File: config.mk
export PLATFORM = sky130hd
export DESIGN_NAME = instruction_fetch
export DESIGN_NICKNAME = d
export VERILOG_FILES = /design/src/rtl/instruction_fetch.sv
export SDC_FILE = /design/constraint.sdc
export NUM_CORES = 1
export LEC_CHECK = 0
export CORE_AREA = 2 2 113 115
export DETAILED_ROUTE_END_ITERATION = 10
export DIE_AREA = 0 0 115 117
export PLACE_DENSITY = 0.72
export RECOVER_POWER = 100
export SLEW_MARGIN = 5
export SYNTH_ARGS = -nofsm -noshare
export SYNTH_HDL_FRONTEND = slang
export SYNTH_SLANG_ARGS = --single-unit
File: constraint.sdc
create_clock -name clk -period 1.82 [get_ports clk]
set_input_delay 0.364 -clock clk [delete_from_list [all_inputs] [get_ports clk]]
set_output_delay 0.364 -clock clk [all_outputs]
set_load 0.01 [all_outputs]
File: src/rtl/instruction_fetch.sv
// Instruction fetch stage: PC register, IF/ID pipeline register and
// a RUN/FAULT FSM for misaligned redirects and out-of-range fetches.
module instruction_fetch #(
  parameter int DATA_BITS = 32,
  parameter int IMEM_SIZE = 128,
  parameter logic [DATA_BITS-1:0] RESET_PC = '0
) (
  input  logic                 clk,
  input  logic                 rst,
  input  logic                 stall,
  input  logic                 branch_taken,
  input  logic [DATA_BITS-1:0] branch_target,
  input  logic                 jump,
  input  logic [DATA_BITS-1:0] jump_target,
  output logic [DATA_BITS-1:0] imem_index,
  input  logic [DATA_BITS-1:0] imem_instruction,
  output logic [DATA_BITS-1:0] if_id_instruction,
  output logic [DATA_BITS-1:0] if_id_pc_plus4,
  output logic                 if_id_valid,
  output logic [DATA_BITS-1:0] pc,
  output logic                 fetch_fault
);

  typedef enum logic {
    RUN,
    FAULT
  } state_t;

  localparam logic [DATA_BITS-1:0] IMEM_WORDS =
    DATA_BITS'(IMEM_SIZE);

  state_t               state;
  state_t               state_n;
  logic [DATA_BITS-1:0] pc_n;
  logic [DATA_BITS-1:0] instr_n;
  logic [DATA_BITS-1:0] pp4_n;
  logic                 valid_n;
  logic [DATA_BITS-1:0] pc_plus4;
  logic [DATA_BITS-1:0] target;
  logic                 redirect;
  logic                 oob;

  assign imem_index  = {2'b00, pc[DATA_BITS-1:2]};
  assign pc_plus4    = pc + DATA_BITS'(4);
  assign redirect    = branch_taken | jump;
  assign target      = branch_taken ? branch_target : jump_target;
  assign oob         = (imem_index >= IMEM_WORDS);
  assign fetch_fault = (state == FAULT);

  always_comb begin
    state_n = state;
    pc_n    = pc;
    instr_n = if_id_instruction;
    pp4_n   = if_id_pc_plus4;
    valid_n = if_id_valid;
    if (state == FAULT) begin
      instr_n = '0;
      valid_n = 1'b0;
    end else if (redirect) begin
      instr_n = '0;
      valid_n = 1'b0;
      // misaligned target never reaches the PC
      if (target[1:0] != 2'b00) state_n = FAULT;
      else pc_n = target;
    end else if (oob) begin
      state_n = FAULT;
      instr_n = '0;
      valid_n = 1'b0;
    end else if (!stall) begin
      pc_n    = pc_plus4;
      instr_n = imem_instruction;
      pp4_n   = pc_plus4;
      valid_n = 1'b1;
    end
  end

  always_ff @(posedge clk) begin
    if (rst) begin
      state             <= RUN;
      pc                <= RESET_PC;
      if_id_instruction <= '0;
      if_id_pc_plus4    <= '0;
      if_id_valid       <= 1'b0;
    end else begin
      state             <= state_n;
      pc                <= pc_n;
      if_id_instruction <= instr_n;
      if_id_pc_plus4    <= pp4_n;
      if_id_valid       <= valid_n;
    end
  end

endmodule

==> job_summary.md, run 1 <==
## Synthesis and layout report

| Metric | Value |
|---|---|
| Yosys cell count | 442 |
| Met2 usage | 0.344 |
| Register share after synthesis | 0.456 |
| Gpl congestion | 0.833 |
| Final setup viols | 0 |
| Pleak | 2.96 nW |
| Hold Violations, Final | 0 |
| Post-route insts no fill | 814 |
| Cts-stage hold buffer count | 0 |
| Layout Area Growth over Synthesis | 67.8% |
| VDD IR max | 0.369 mV |
| FP Util | 0.349 |
| First-pass GRT wire length | 20.8 mm |
| Worst-path clk slew | 70 ps |
| Max-slew headroom | 0.631 |
| Worst hold slack | 391 ps |
| Slowest stage delay, CP | 600 ps |
| Post-route design area | 7210 um^2 |
| Antenna violations before repair | 4 |
| Core Box Area | 12,300 um^2 |
| Worst setup EP type | output port |
| Crit path kind | flop to output port |
| DP Wirelength | 9.99 mm |
| CP max FO | 7 |
| Number of OpenROAD warnings | 28 |
| Most frequent cells in the layout | clkdlybuf4s50_1, dfxtp_1, dlygate4sd3_1 |
| Largest net degree at the start of global routing | 34 |
| Post-DR wirelength/cell | 17.1 um |
| Number of max-cap violations | 0 |
| Final slew viol count | 0 |
| CP bufs+invs | 1 |
| Global route overflow | 0 |
| Root Buffer | clkbuf_16 |
| Commonest flop | dfxtp_1 |
| Most used routing layer | met2 |
| Post-synth ARST share | 0 |
| GRT Total Usage | 0.197 |
| Syn Inst Count | 442 |
| Most numerous logic cell after layout | clkdlybuf4s50_1 |
| CTS H-tree depth | 3 |
| CTS tree | done |
| Pwr/cell area | 728 nW/um^2 |
| Site Rows | 41 |
| Die Width | 115 um |
| Critical path launch point type | flop |
| Top-Level Pins | 231 |
| Placed insts | 785 |
| Outcome | finished, final reports clean |
| CP cell instances | clkdlybuf4s50_1 |
| Vias in the first global route | 4,130 |
| Overall power | 5.25 mW |
| Nets | 759 |
| Top Family by Delay on Critical Path | buffers and inverters |
| I/O Buffers | 228 |
| Worst min-delay path category | primary input to flop |
| Vias | 4,135 |
| WP data required | 1460 ps |
| Cell Type Count | 39 |
| Worst Tran Pin Value | 553 ps |
| Cell Area, Synth | 4300 um^2 |
| EDFF count, synth | 0 |
| Final worst path period share | 0.975 |
| Met1 Use GR | 0.220 |
| Data arrival time of the worst path | 1410 ps |
| Die area | 13,500 um^2 |
| Vias/cell | 5.08 |
| Die H | 117 um |
| Synthesized area per cell | 9.72 um^2 |
| Final min period | 1770 ps |
| DRC viols | 0 |
| ANT nets after route | 0 |
| Drt first pass iters | 4 |
| Met3 Usage GRT | 0.0772 |
| Worst-case clock buffer depth | 2 |
| Iteration-0 DRC Markers | 137 |
| Cell Area, Placed | 6650 um^2 |
| Worst path slowest cell | clkdlybuf4s50_1 |
| Flops after synth | 98 |
| Achievable frequency | 563 MHz |
| Synth warn | 0 |
| Layout cell share with drive strength beyond 1 | 0.135 |
| Final WL | 13.9 mm |
| Yosys Chip Area | 4300 um^2 |
==> run 1: per-layer routing <==
| metal | wire length [um] | vias to the layer above |
|---|---|---|
| met1 | 5490 | 1939 |
| li1 | - | 2004 |
| met2 | 6820 | 170 |
| met4 | 197 | 2 |
| met5 | 13 | - |
| met3 | 1390 | 20 |
==> run 1: flip-flops by register name, summed over array words and instances (netlist names) <==
name / cells
if_id_valid: 1
if_id_instruction: 32
fetch_fault: 1
pc: 32
if_id_pc_plus4: 32
==> run 1: worst reg2reg max path, cell delays in order (launching register included) <==
cell	delay, ps
dfxtp_2	350
nor4_4	280
buf_4	160
and4_4	220
buf_6	140
nand4_1	90
buf_4	170
buf_12	150
nor2_1	120
==> run 1: cells in the mapped netlist, types with 7 or more instances <==
cell type	count	area, um^2
a22oi_1	23	173
o21ai_0	8	40.0
a211oi_1	41	308
mux2i_1	37	370
buf_4	41	308
nor3_1	9	45.0
nand3_1	7	35.0
dfxtp_1	98	1960
clkbuf_1	20	75.1
a311oi_1	7	61.3
a21oi_1	14	70.1
and2_1	24	150
nor4_1	8	50.1
a211oi_2	8	100
nand2_1	13	48.8
nor2_1	35	131
==> run 1: power by group <==
part           internal (mW)  switching [mW]
logic                  0.658           0.490
clock network          0.953           0.882
registers               2.20          0.0616
==> run 1: path summary, 6_finish.rpt <==
kind / startpoint / to / slack, ps / depth (start not counted)
min reg2reg: if_id_pc_plus4[30] / if_id_pc_plus4[30] / 460 / 1
min: rst / if_id_pc_plus4[5] / 390 / 2
max: pc[5] / imem_index[3] / 50 / 1
max reg2reg: pc[22] / if_id_instruction[3] / 80 / 8
==> run 1: logic make-up (layout without fill, tap and decap cells) <==
logic type	Yosys count	after routing	synth area share
buffers and inverters	77	295	0.114
xor gates and xnor gates	1	1	0.00204
and+or+nand+nor	110	110	0.130
muxes	37	37	0.0862
other	1	5	0.000873
AOI/OAI and AO/OA	116	116	0.204
adders and majority gates	2	2	0.00582
DFF	98	98	0.456
==> run 1: through the flow <==
stage          utilization  worst slack, ps  setup TNS [ps]
5_1_grt              0.585            -22.3           -57.0
3_3_place_gp         0.540             -463          -23200
6_report             0.586             45.2               0
2_1_floorplan            -             23.9               0
3_5_place_dp         0.540             -553          -26320
4_1_cts              0.572            0.144               0
==> run 1: area by class of cell <==
class / instances / area (um^2)
Sequential cell: 98 / 1960
Clock inverter: 7 / 63.8
Inverter: 6 / 22.5
Tap cell: 150 / 188
Antenna cell: 3 / 7.51
Timing Repair Buffer: 273 / 2820
Clock buffer: 9 / 225
Multi-Input combinational cell: 268 / 1920
Fill cell: 1076 / 5100
==> run 1: timing repair <==
action                                  4_1_cts  5_1_grt
pin swaps                                     6       11
gates resized                                12       17
endpoints found under the setup margin       91       93
setup buffers                                 1        4
gates cloned                                  2        3
### Signal wires on met2, run 1

Drawn at 3 px/um. Cells faint in the background.
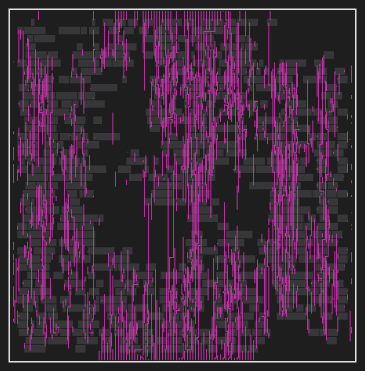
The layer holds 49% of the routed length. The layer carries 6,820 um of wire. The longest straight run is 47.8 um. 685 nets have wire on it.

### Clock distribution, run 1

Drawn at 4 px/um.
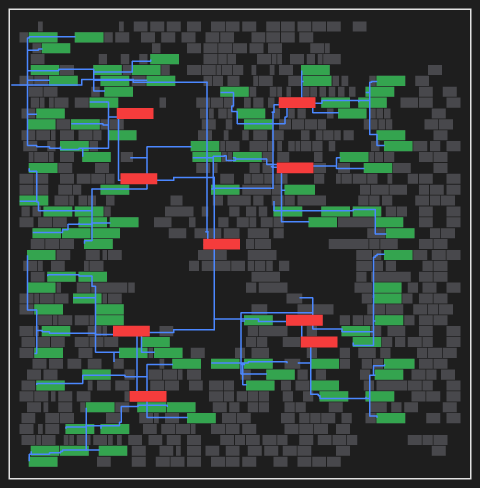
flip-flops: marked green, count 98. cells driving clock nets: marked red, count 9. clock wires: marked blue, length 1,180 um.
There are 10 routed clock nets. Position of the flops: widely spread.
Clock Skew: 8.30 ps
Clk. pwr: 1.84 mW
Clock power frac: 0.350
Late-Pin Clk Latency: 350 ps

### Clock routing, run 1

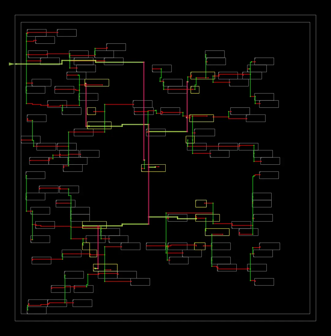
CTS buffer count: 9
clock sink count: 98
seq_cells: 98

==> run 2: changes to the inputs <==
- CTS_CLUSTER_SIZE: default -> 8
==> job_summary.md, run 2 <==
## Synthesis and layout report

| Metric | Value |
|---|---|
| Gpl congestion | 0.833 (unchanged) |
| Top cells by area | dfxtp_1, mux2i_1, a211oi_1 |
| ANT nets after route | 0 (unchanged) |
| Synth top cell by count | dfxtp_1 |
| NetSw | 1.43 mW (unchanged) |
| Vias/cell | 5.08 (unchanged) |
| Sw Share | 0.273 (unchanged) |
| Root Buffer | clkbuf_16 |
| Pwr/cell area | 728 nW/um^2 (unchanged) |
| Worst setup EP type | output port |
| CTS buffer count | 9 (unchanged) |
| Die area | 13,500 um^2 (unchanged) |
| Layout Area Growth over Synthesis | 67.8% (unchanged) |
| Vias | 4,135 (unchanged) |
| Late-Pin Clk Latency | 350 ps (about the same) |
| DP Wirelength | 9.99 mm (unchanged) |
| CTS tree | done |
| Comb pwr share | 0.219 (about the same) |
| Number of max-cap violations | 0 (unchanged) |
| CP max FO | 7 (unchanged) |
| Commonest cells in the synthesized netlist | dfxtp_1, a211oi_1, buf_4 |
| Drt first pass iters | 4 (unchanged) |
| Flop pwr share | 0.431 (about the same) |
| Synth warn | 0 (unchanged) |
| Cell Area, Synth | 4300 um^2 (unchanged) |
| First-pass GRT wire length | 20.8 mm (unchanged) |
| Clock Skew | 8.30 ps (unchanged) |
| Cell Type Count | 39 (unchanged) |
| Iteration-0 DRC Markers | 137 (unchanged) |
| Yosys Chip Area | 4300 um^2 (unchanged) |
| Fillcell total | 1,076 (unchanged) |
| EDFF count, synth | 0 (unchanged) |
| FP Util | 0.349 (unchanged) |
| Largest net degree at the start of global routing | 34 (unchanged) |
| Global route overflow | 0 (unchanged) |
| Top Family by Delay on Critical Path | buffers and inverters |
| Site Rows | 41 (unchanged) |
| Hold Violations, Final | 0 (unchanged) |
| Post-synth ARST share | 0 (unchanged) |
| Flops after synth | 98 (unchanged) |
| Commonest flop | dfxtp_1 |
| Number of OpenROAD warnings | 28 (unchanged) |
| Die H | 117 um (unchanged) |
| Cell Area, Placed | 6650 um^2 (unchanged) |
| Post-DR wirelength/cell | 17.1 um (unchanged) |
| Post-Place Worst Slack | -553 ps (unchanged) |
| DRC viols | 0 (unchanged) |
| Worst-path clk slew | 70 ps (about the same) |
| Final worst path period share | 0.975 (unchanged) |
| CTS H-tree depth | 3 (unchanged) |
| Core Util, Final | 0.586 (unchanged) |
| Area share, top type | 0.456 (unchanged) |
| Outcome | finished, final reports clean |
| TNS Setup | 0 ps (unchanged) |
| Worst path slowest cell | clkdlybuf4s50_1 |
| VDD IR max | 0.369 mV (unchanged) |
| Nets | 759 (unchanged) |
| Vias in the first global route | 4,130 (unchanged) |
| Yosys cell count | 442 (unchanged) |
| Post-route design area | 7210 um^2 (unchanged) |
| CP bufs+invs | 1 (unchanged) |
| Clock power frac | 0.350 (about the same) |
| Data arrival time of the worst path | 1410 ps (about the same) |
| GRT Total Usage | 0.197 (unchanged) |
| Synth area leader | dfxtp_1 |
| Achievable frequency | 563 MHz (unchanged) |
| Syn Inst Count | 442 (unchanged) |
| CP cell instances | clkdlybuf4s50_1 |
| Setup ws final | 45.2 ps (unchanged) |
| Max-slew headroom | 0.631 (unchanged) |
[run 2: cell counts after synthesis]
Identical to the previous run, type by type.
[run 2: cell type report]
type | count | area, um^2 | area share
Tap cell | 150 | 188 | 0.0260
Inverter | 6 | 22.5 | 0.00312
Clock buffer | 9 | 225 | 0.0312
Clock inverter | 7 | 63.8 | 0.00885
Sequential cell | 98 | 1960 | 0.272
Timing Repair Buffer | 273 | 2820 | 0.391
Antenna cell | 3 | 7.51 | 0.00104
Multi-Input combinational cell | 268 | 1920 | 0.266
[run 2: cell families (layout without fill, tap and decap cells)]
group / after synthesis / after routing / share of synthesized area
mux: 37 / 37 / 0.0862
xor+xnor: 1 / 1 / 0.00204
simple gates: 110 / 110 / 0.130
buf+inv: 77 / 295 / 0.114
other cells: 1 / 5 / 0.000873
flops: 98 / 98 / 0.456
fa+ha+maj: 2 / 2 / 0.00582
compound gates: 116 / 116 / 0.204
[run 2: timing repair]
| item | 4_1_cts | 5_1_grt |
|---|---|---|
| resized | 12 | 17 |
| setup buffers | 1 | 4 |
| pin swaps | 6 | 11 |
| cloned | 2 | 3 |
| setup endpoints to repair | 91 | 93 |
[run 2: power groups by stage]
stage / clock [mW] / combinational (mW) / sequential, mW
6_report: 1.84 / 1.15 / 2.26
3_3_place_gp: 0 / 1.06 / 2.30
5_1_grt: 1.98 / 1.23 / 2.27
2_1_floorplan: 0 / 0.495 / 2.33
4_1_cts: 1.87 / 1.12 / 2.26
3_5_place_dp: 0 / 1.08 / 2.30
[run 2: path summary, 6_finish.rpt]
path	startpoint	to	slack, ps	cells after the start
max reg2reg	pc[22]	if_id_instruction[3]	80	8
min	rst	if_id_pc_plus4[5]	390	2
max	pc[5]	imem_index[3]	50	1
min reg2reg	if_id_pc_plus4[30]	if_id_pc_plus4[30]	460	1
[run 2: per-layer routing]
| layer | vias to the layer above | wire [um] | GRT usage |
|---|---|---|---|
| met2 | 170 | 6820 | 0.344 |
| met5 | - | 13 | 0 |
| met1 | 1939 | 5490 | 0.220 |
| met3 | 20 | 1390 | 0.0772 |
| li1 | 2004 | - | - |
| met4 | 2 | 197 | 0.0643 |
[run 2: per-stage QoR]
step	cells	total power, mW
floorplan	443	2.83
global placement	785	3.36
detailed placement	785	3.39
CTS	804	5.25
global route	812	5.49
finish	814	5.25
### Placement by cell class, run 2

Drawn at 3 px/um. Fill, decap, tap and diode cells in grey.
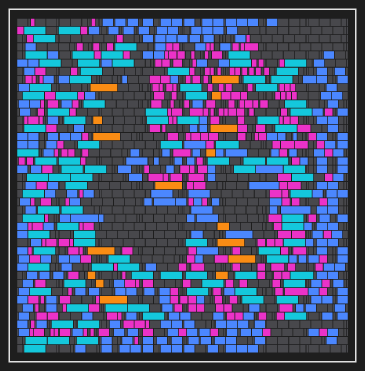
other buffers and delay cells: marked blue, cells 273, share of their area 40%. clock drivers and dummy loads: marked orange, cells 16, share of their area 4.1%. all other logic: marked magenta, cells 274, share of their area 28%. flip-flops: marked cyan, cells 98, share of their area 28%.

### Pin placement, run 2

Drawn at 2 px/um. Pins as bars across the die edge, other pins in grey.
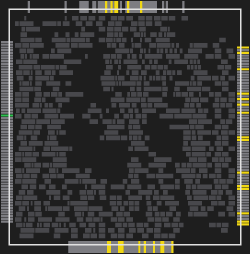
rst: marked green, pins 1, direction input, edge west. branch_target: marked yellow, pins 32, direction input, edge 15 east, 11 south, 6 north.
All pins by edge: 67 west, 66 east, 57 south, 41 north.

### Clock routing, run 2

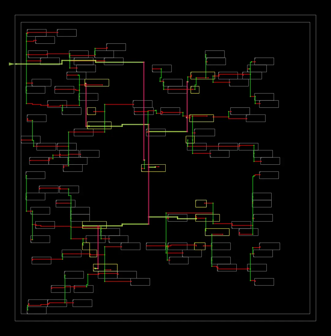
# clk buffers: 9

No activity file was given, so power comes from the tool's default toggle rates.
